$ cat src/rtl/rcs_pkg.sv
// rtl/rcs_pkg.sv - shared types and constants for the remote command sequencer
package rcs_pkg;

  typedef enum logic [2:0] {
    S_IDLE,
    S_LOAD,
    S_SEND,
    S_WAIT_SNT,
    S_WAIT_RESP,
    S_DONE,
    S_ERR
  } rcs_state_t;

  localparam logic [1:0] ERR_SND_TMO  = 2'b00;
  localparam logic [1:0] ERR_BAD_RESP = 2'b01;
  localparam logic [1:0] ERR_TOO_MANY = 2'b10;
  localparam logic [1:0] ERR_RESP_TMO = 2'b11;

  localparam logic [7:0] DEF_POS_ACK  = 8'hA5;
  localparam logic [7:0] DEF_MOVE_ACK = 8'h5A;

endpackage

$ cat src/rtl/rcs_fifo.sv
// rtl/rcs_fifo.sv - circular command queue with registered read data
module rcs_fifo #(
  parameter int W     = 24,
  parameter int DEPTH = 8
) (
  input  logic         clk,
  input  logic         rst,
  input  logic         push,
  input  logic [W-1:0] wdata,
  input  logic         pop,
  output logic [W-1:0] rdata,
  output logic         full,
  output logic         empty
);

  localparam int AW = $clog2(DEPTH);
  localparam logic [AW:0] PTR_ONE = {{AW{1'b0}}, 1'b1};

  logic [W-1:0] mem [DEPTH];
  logic [AW:0]  wr_ptr;
  logic [AW:0]  rd_ptr;
  logic         do_push;
  logic         do_pop;

  // Extra pointer MSB distinguishes a wrapped (full) queue from an empty one.
  assign empty   = (wr_ptr == rd_ptr);
  assign full    = (wr_ptr[AW] != rd_ptr[AW]) && (wr_ptr[AW-1:0] == rd_ptr[AW-1:0]);
  assign do_push = push && !full;
  assign do_pop  = pop && !empty;

  always_ff @(posedge clk) begin
    if (do_push) mem[wr_ptr[AW-1:0]] <= wdata;
  end

  always_ff @(posedge clk or posedge rst) begin
    if (rst) begin
      wr_ptr <= '0;
      rd_ptr <= '0;
      rdata  <= '0;
    end else begin
      if (do_push) wr_ptr <= wr_ptr + PTR_ONE;
      if (do_pop) begin
        rdata  <= mem[rd_ptr[AW-1:0]];
        rd_ptr <= rd_ptr + PTR_ONE;
      end
    end
  end

endmodule

$ cat src/rtl/remote_cmd_seq.sv
// rtl/remote_cmd_seq.sv - queues commands and walks each through send, ack collection and timeout checks
module remote_cmd_seq
  import rcs_pkg::*;
#(
  parameter int                CMD_W    = 16,
  parameter int                RESP_W   = 8,
  parameter int                DEPTH    = 8,
  parameter int                CNT_W    = 8,
  parameter int                TMO_W    = 24,
  parameter logic [TMO_W-1:0]  TMO_CYC  = 24'd1_000_000,
  parameter logic [RESP_W-1:0] POS_ACK  = DEF_POS_ACK,
  parameter logic [RESP_W-1:0] MOVE_ACK = DEF_MOVE_ACK
) (
  input  logic              clk,
  input  logic              rst,
  input  logic              push,
  input  logic [CMD_W-1:0]  push_cmd,
  input  logic [CNT_W-1:0]  push_lim,
  output logic              full,
  output logic              empty,
  input  logic              go,
  input  logic              clr_err,
  output logic [CMD_W-1:0]  cmd,
  output logic              snd_cmd,
  input  logic              cmd_snt,
  input  logic              resp_rdy,
  input  logic [RESP_W-1:0] resp,
  output logic              busy,
  output logic              done,
  output logic              err,
  output logic [1:0]        err_code,
  output logic [CNT_W-1:0]  ack_cnt
);

  localparam logic [CNT_W-1:0] CNT_ONE = {{(CNT_W-1){1'b0}}, 1'b1};
  localparam logic [TMO_W-1:0] TMR_ONE = {{(TMO_W-1){1'b0}}, 1'b1};

  rcs_state_t             state, next;
  logic [CMD_W+CNT_W-1:0] head;
  logic [CNT_W-1:0]       lim;
  logic [TMO_W-1:0]       tmr;
  logic                   tmr_clr;
  logic                   cnt_inc;
  logic [1:0]             code_nxt;

  // The FIFO read register doubles as the in-flight command/limit holding register.
  rcs_fifo #(.W(CMD_W + CNT_W), .DEPTH(DEPTH)) u_fifo (
    .clk   (clk),
    .rst   (rst),
    .push  (push),
    .wdata ({push_cmd, push_lim}),
    .pop   (state == S_LOAD),
    .rdata (head),
    .full  (full),
    .empty (empty)
  );

  assign cmd  = head[CMD_W+CNT_W-1:CNT_W];
  assign lim  = head[CNT_W-1:0];
  assign busy = (state != S_IDLE);
  assign done = (state == S_DONE);
  assign err  = (state == S_ERR);

  always_comb begin
    next     = state;
    tmr_clr  = 1'b0;
    cnt_inc  = 1'b0;
    code_nxt = err_code;
    case (state)
      S_IDLE:    if (go) next = empty ? S_DONE : S_LOAD;
      S_LOAD:    begin next = S_SEND; tmr_clr = 1'b1; end
      S_SEND:    begin next = S_WAIT_SNT; tmr_clr = 1'b1; end
      S_WAIT_SNT: begin
        if (cmd_snt) begin
          next    = S_WAIT_RESP;
          tmr_clr = 1'b1;
        end else if (tmr == TMO_CYC) begin
          next     = S_ERR;
          code_nxt = ERR_SND_TMO;
        end
      end
      S_WAIT_RESP: begin
        // A response in the expiry cycle takes priority over the timeout.
        if (resp_rdy) begin
          if (resp == MOVE_ACK) begin
            if (ack_cnt == lim) begin
              next     = S_ERR;
              code_nxt = ERR_TOO_MANY;
            end else begin
              cnt_inc = 1'b1;
              tmr_clr = 1'b1;
            end
          end else if (resp == POS_ACK) begin
            next = empty ? S_DONE : S_LOAD;
          end else begin
            next     = S_ERR;
            code_nxt = ERR_BAD_RESP;
          end
        end else if (tmr == TMO_CYC) begin
          next     = S_ERR;
          code_nxt = ERR_RESP_TMO;
        end
      end
      S_DONE:  next = S_IDLE;
      S_ERR:   if (clr_err) next = S_IDLE;
      default: next = S_IDLE;
    endcase
  end

  always_ff @(posedge clk or posedge rst) begin
    if (rst) begin
      state    <= S_IDLE;
      snd_cmd  <= 1'b0;
      err_code <= '0;
      ack_cnt  <= '0;
      tmr      <= '0;
    end else begin
      state    <= next;
      snd_cmd  <= (next == S_SEND);
      err_code <= code_nxt;
      if (state == S_LOAD)  ack_cnt <= '0;
      else if (cnt_inc)     ack_cnt <= ack_cnt + CNT_ONE;
      if (tmr_clr)          tmr <= '0;
      else if ((state == S_WAIT_SNT || state == S_WAIT_RESP) && tmr != '1)
        tmr <= tmr + TMR_ONE;
    end
  end

endmodule

$ cat config.mk
export PLATFORM = sky130hd
export DESIGN_NAME = remote_cmd_seq
export DESIGN_NICKNAME = d
export VERILOG_FILES = /design/src/rtl/rcs_pkg.sv /design/src/rtl/rcs_fifo.sv /design/src/rtl/remote_cmd_seq.sv
export SDC_FILE = /design/constraint.sdc
export NUM_CORES = 1
export LEC_CHECK = 0
export ABC_AREA = 1
export CAP_MARGIN = 20
export CORE_MARGIN = 2
export CORE_UTILIZATION = 45
export CTS_BUF_LIST = sky130_fd_sc_hd__clkbuf_4 sky130_fd_sc_hd__clkbuf_8 sky130_fd_sc_hd__clkbuf_16
export DETAILED_ROUTE_END_ITERATION = 16
export SLEW_MARGIN = 10
export SYNTH_ARGS = -nofsm -noshare
export SYNTH_HDL_FRONTEND = slang
export SYNTH_SLANG_ARGS = --single-unit
$ cat constraint.sdc
create_clock -name clk -period 5.94 [get_ports clk]
set_input_delay 0.891 -clock clk [delete_from_list [all_inputs] [get_ports clk]]
set_output_delay 0.891 -clock clk [all_outputs]
set_load 0.02 [all_outputs]
Figure 1. Routed clock nets over the placement (run 1).
Bar = 50 um.
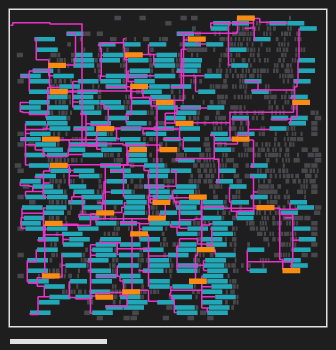
clock wires: marked magenta, length 3070 um. clock-net drivers: marked orange, count 28. flip-flops: marked cyan, count 262.
There are 29 routed clock nets.
Clk network pwr share: 27.7%
Layout Skew: 0.0111 ns
clock-net power: 1.71 mW
clock latency on the worst-skew pair: 0.55 ns

Figure 2. Register map, names as in the netlist (run 1).
Bar = 50 um.
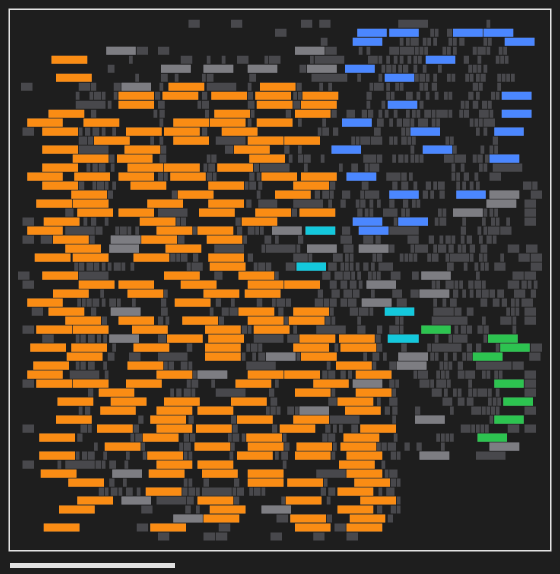
`u_fifo.rd_ptr`: marked cyan, placed flops 4. `tmr`: marked blue, placed flops 24. `ack_cnt`: marked green, placed flops 8. `u_fifo.mem`: marked orange, placed flops 192.
Another 34 sequential cells are not colored.

Figure 3. Wiring heat map (run 1).
The die is cut into 33 by 33 equal tiles; dark blue is low, red is high, scaled to the fullest tile. Values are wire area over tile area, all layers added.
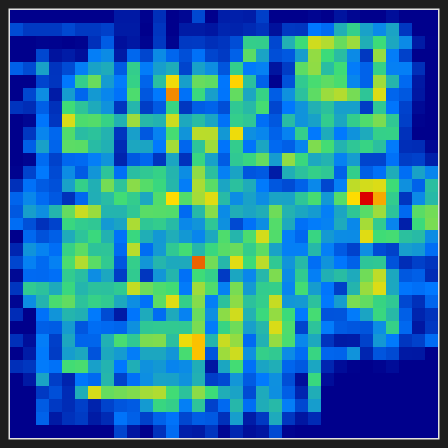
15% of the tiles are over half the peak. The emptiest ninth of the die: south-east. The fullest tile reaches 0.51.
routed len/inst: 16.8 um
overall routing resource usage: 18.9%
via count: 7672

Figure 4. Drive-strength map (run 1).
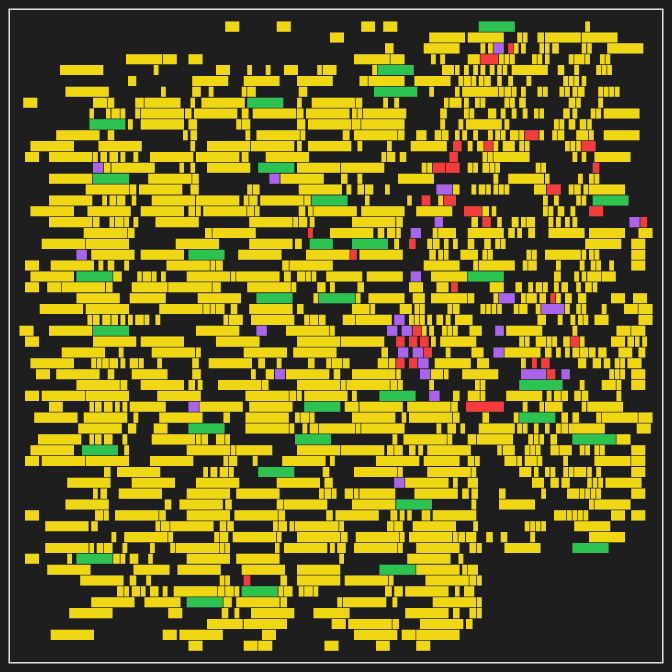
x2: marked red, cells 35, share 3.0%. x6 and larger: marked green, cells 32, share 2.8%. x1 and smaller: marked yellow, cells 1055, share 92%. x3 and x4: marked purple, cells 27, share 2.3%.
Layout area overhead: 15.7%
fin area: 13200 sq um
Final Worst Setup Slack: 2.81 ns
non-clock buffer count: 83

==> flow_metrics.tcl, run 1 <==
# yosys + openroad results
set metrics [dict create \
    status "completed" \
    powerSeq_mw 2.47 \
    numCtsBuffers 28 \
    diodes 1 \
    wl_met3_um 1400 \
    ir_drop_mv 0.234 \
    synth_nets 1121 \
    sw_frac_of_total_pct 35.5 \
    comb_share_pct 25.0 \
    logic_area_sq_um 3310 \
    dr_wl_met2_um 11700 \
    crit_fanout 5 \
    cp-endpoint "empty" \
    grt_max_degree 100 \
    crit_type "flop to primary output" \
    pre_cts_ws_ns 2.97 \
    area_share_clock_buf_inv_pct 6.86 \
    yosysMostFrequentCell "nor2_1" \
    mux_share_pct 0 \
    p_leak_nw 4.94 \
    buf_share_pct 6.04 \
    synthCells 1077 \
    yosysSeqAreaShare_pct 65.8 \
    worst-path-stages 6 \
    dp_hpwl_um 13800 \
    edf_count 192 \
    cpPeakStageDelay_ns 0.61 \
    well_tap_count 330 \
    globalplace.congestion 0.818 \
    dr.max_layer_used "met4" \
    die_y_um 163 \
    sh_seq_area_pct 56.9 \
    yosys.area_share.adder_pct 0.548 \
    fin_crit_ns 3.13 \
    cts_hold_buf 0 \
    ys_top_logic_family "simple AND/OR/NAND/NOR gates" \
    fp_util_pct 45.6 \
    dr.pass1.iters 4 \
    synthTopCellsByCount "nor2_1 (211), edfxtp_1 (192), nand2_1 (178)" \
    use_met2_pct 31.2 \
    r2r_cells 7 \
    seq_cells 262 \
    synthArstFlopShare_pct 26.7 \
    fillCellCount 2282 \
    start_kind "flop" \
    endpoint_kind "primary output" \
    die_w_um 163 \
    powerComb_mw 1.98 \
    largest_register_ffs 192 \
    hold_class "flop to flop" \
    timing.reg2reg.setup_slack_ns 3.39 \
    hold-path-endpoint "err_code[1]$_DFFE_PP0P_" \
    switchingPower_mw 2.19 \
    ff_type "edfxtp_1" \
    maxPowerGroup "sequential cells" \
    yosys-stat-cells 1077 \
    slowest_stage "clkdlybuf4s50_1" \
    clock.fmax_mhz 320 \
    post-cts-setup-buffers 0 \
    yosys.area.top_type "edfxtp_1" \
    whs_ns 0.472 \
    regArea_sq_um 7520 \
    crit_arrival_ns 2.24 \
    top_cell_area_share_pct 50.5 \
    port_buffers 70 \
    synth_cell_types 38 \
    wl_met1_um 11400 \
    drt_iter0_drc 606 \
    drt-total-wl_um 24900 \
    num_rows 58 \
    grt_util_met1_pct 26.3 \
    drc_errors 0 \
]
--- run 2 (diff from run 1) ---
Clock period 5.94 ns to 3.2 ns, I/O delays scaled along.
Figure 5. Drive-strength map (run 2).
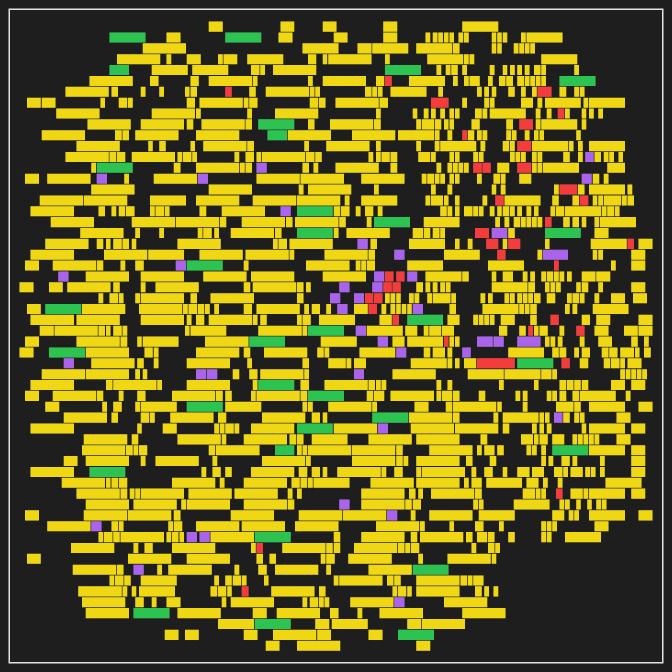
x6 and larger: marked green, cells 32, share 2.8%. x3 and x4: marked purple, cells 40, share 3.4%. x1 and smaller: marked yellow, cells 1051, share 91%. x2: marked red, cells 38, share 3.3%.
Layout area overhead: 16.2%
non-clock buffer count: 93
fin area: 13300 sq um

==> run 2 against run 1 <==
Against the previous run: combinational power up 88%; first-iteration DRC count down 10%; sequential power grew 86%; largest power group unchanged.
==> flow_metrics.tcl, run 2 <==
# yosys + openroad results
set metrics [dict create \
    grt_max_degree 99 \
    timing.reg2reg.setup_slack_ns 1.14 \
    ff_type "edfxtp_1" \
    start_kind "flop" \
    crit_type "flop to primary output" \
    pre_cts_ws_ns 0.811 \
    drt-total-wl_um 25400 \
    status "completed" \
    finClkSkew_ns 0.0111 \
    die_w_um 163 \
    cpPeakStageDelay_ns 0.64 \
    ys_top_logic_family "simple AND/OR/NAND/NOR gates" \
    dr_wl_met2_um 12000 \
    mux_share_pct 0 \
    wl_met3_um 1330 \
    logic_area_sq_um 3310 \
    hold_class "input port to asynchronous set/reset pin" \
    num_rows 58 \
    powerComb_mw 3.72 \
    powerClk_mw 3.07 \
    fin_crit_ns 2.71 \
    layout_setup_ws_ns 0.488 \
    post-cts-setup-buffers 0 \
    yosys.area_share.adder_pct 0.548 \
    synthTopCellsByCount "nor2_1 (211), edfxtp_1 (192), nand2_1 (178)" \
    clockPowerShare_pct 27.0 \
    synth_cell_types 38 \
    fillCellCount 2244 \
    yosys.area.top_type "edfxtp_1" \
    synthArstFlopShare_pct 26.7 \
    fp_util_pct 45.6 \
    port_buffers 70 \
    endpoint_kind "primary output" \
    regArea_sq_um 7520 \
    synth_nets 1121 \
    synthCells 1077 \
    largest_register_ffs 192 \
    powerSeq_mw 4.60 \
    sw_frac_of_total_pct 35.5 \
    seq_cells 262 \
    buf_share_pct 6.58 \
    die_y_um 163 \
    r2r_cells 11 \
    slowest_stage "clkdlybuf4s50_1" \
    maxPowerGroup "sequential cells" \
    dr.pass1.iters 5 \
    dp_hpwl_um 14900 \
    p_leak_nw 5.00 \
    crit_arrival_ns 2.23 \
    worst-path-stages 6 \
    vias 7769 \
    drt_iter0_drc 544 \
    crit_fanout 5 \
    whs_ns 0.384 \
    cts_hold_buf 0 \
    sh_seq_area_pct 56.7 \
    ir_drop_mv 0.509 \
    diodes 0 \
    numCtsBuffers 28 \
    edf_count 192 \
    yosysSeqAreaShare_pct 65.8 \
    switchingPower_mw 4.05 \
    top_cell_area_share_pct 50.5 \
]
Figure 6. Register map, names as in the netlist (run 2).
Bar = 50 um.
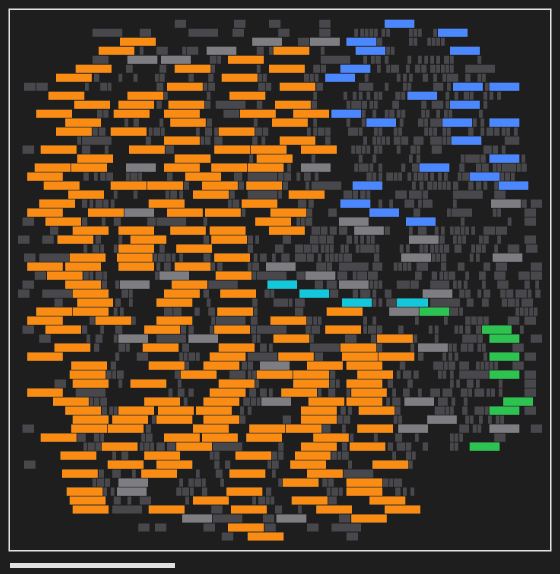
`u_fifo.rd_ptr`: marked cyan, placed flops 4, where center. `ack_cnt`: marked green, placed flops 8. `tmr`: marked blue, placed flops 24, where north-east. `u_fifo.mem`: marked orange, placed flops 192.
Another 34 sequential cells are not colored.

--- run 3 (diff from run 2) ---
Clock period 3.2 ns to 2.8 ns, I/O delays scaled along.
Figure 7. Register map, names as in the netlist (run 3).
Bar = 50 um.
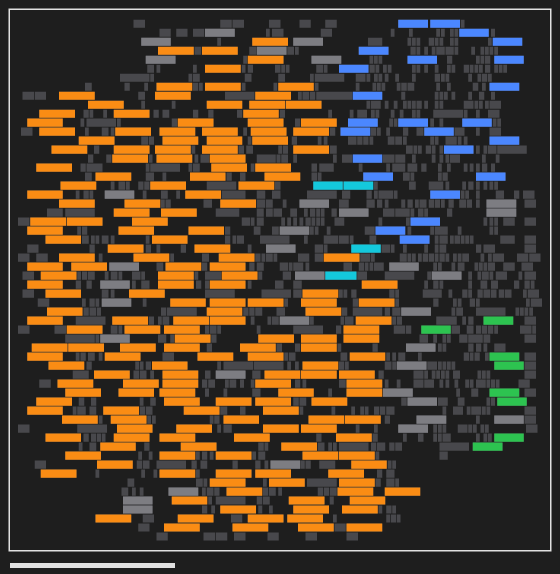
`tmr`: marked blue, placed flops 24, where north-east. `u_fifo.mem`: marked orange, placed flops 192. `ack_cnt`: marked green, placed flops 8. `u_fifo.rd_ptr`: marked cyan, placed flops 4.
Another 34 sequential cells are not colored.
Final Util: 53.3%
Register Area: 7520 sq um
sequential power: 5.24 mW
Seq area share: 56.3%

==> run 3 against run 2 <==
Against the previous run: critical path depth stayed put; worst hold slack worse by 0.26 ns; sequential share of layout area fell by 0.37 points; combinational power rose by 16%; worst setup slack worse by 0.28 ns; largest cell class unchanged; synthesized cell count is the same; count of clock-buffer cells in the layout is 4 lower; cell count grew 0.20%; final area increased by 0.65%; non-clock buffer count up 3; total power up 16%; synthesized area did not move.
==> flow_metrics.tcl, run 3 <==
# yosys + openroad results
set metrics [dict create \
    areaGrowthSynthToFinish_pct 16.9 \
    synthTopCellsByCount "nor2_1 (211), edfxtp_1 (192), nand2_1 (178)" \
    dr_wl_met2_um 11900 \
    vias 7789 \
    powerComb_mw 4.31 \
    pre_cts_ws_ns 0.488 \
    powerClk_mw 3.62 \
    ff_type "edfxtp_1" \
    fin_crit_ns 2.59 \
    cts_sinks 262 \
    logic_area_sq_um 3310 \
    yosys-stat-cells 1077 \
    timing.reg2reg.setup_slack_ns 0.72 \
    synth_nets 1121 \
    post-cts-setup-buffers 0 \
    num_rows 58 \
    r2r_cells 9 \
    layout_setup_ws_ns 0.210 \
    cts_hold_buf 0 \
    p_leak_nw 5.02 \
    antenna_found_initial 0 \
    wl_met3_um 1420 \
    fillCellCount 2170 \
    start_kind "flop" \
    status "completed" \
    largest_register_ffs 192 \
    seq_cells 262 \
    p_comb_share_pct 32.7 \
    fp_util_pct 45.6 \
    endpoint_kind "primary output" \
    hold_class "input port to asynchronous set/reset pin" \
    maxPowerGroup "sequential cells" \
    dr.pass1.iters 5 \
    diodes 0 \
    switchingPower_mw 4.72 \
    synth_cell_types 38 \
    crit_type "flop to primary output" \
    yosys.area.top_type "edfxtp_1" \
    yosys.area_share.adder_pct 0.548 \
    numCtsBuffers 28 \
    mostFrequentLayoutCells "nor2_1 (203), edfxtp_1 (192), nand2_1 (178)" \
    top_cell_area_share_pct 50.5 \
    clockRootBuffer "clkbuf_16" \
    yosysSeqAreaShare_pct 65.8 \
    ir_drop_mv 0.580 \
    port_buffers 70 \
    worst-path-stages 6 \
    die_w_um 163 \
    yosysMostFrequentCell "nor2_1" \
    edf_count 192 \
    drt-total-wl_um 25300 \
    synthArstFlopShare_pct 26.7 \
    die_y_um 163 \
    cpPeakStageDelay_ns 0.61 \
    sw_frac_of_total_pct 35.8 \
    stdcell_area_sq_um 13400 \
    synthCells 1077 \
    crit_fanout 5 \
]
Figure 8. Routed clock nets over the placement (run 3).
Bar = 50 um.
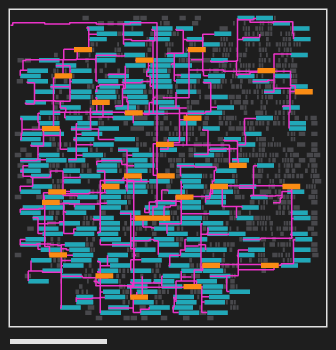
flip-flops: marked cyan, count 262. clock-net drivers: marked orange, count 28. clock wires: marked magenta, length 3200 um.
There are 29 routed clock nets.
Clk network pwr share: 27.5%
Layout Skew: 0.0144 ns

Power figures rest on the tool's default switching activity, not on a simulated workload.
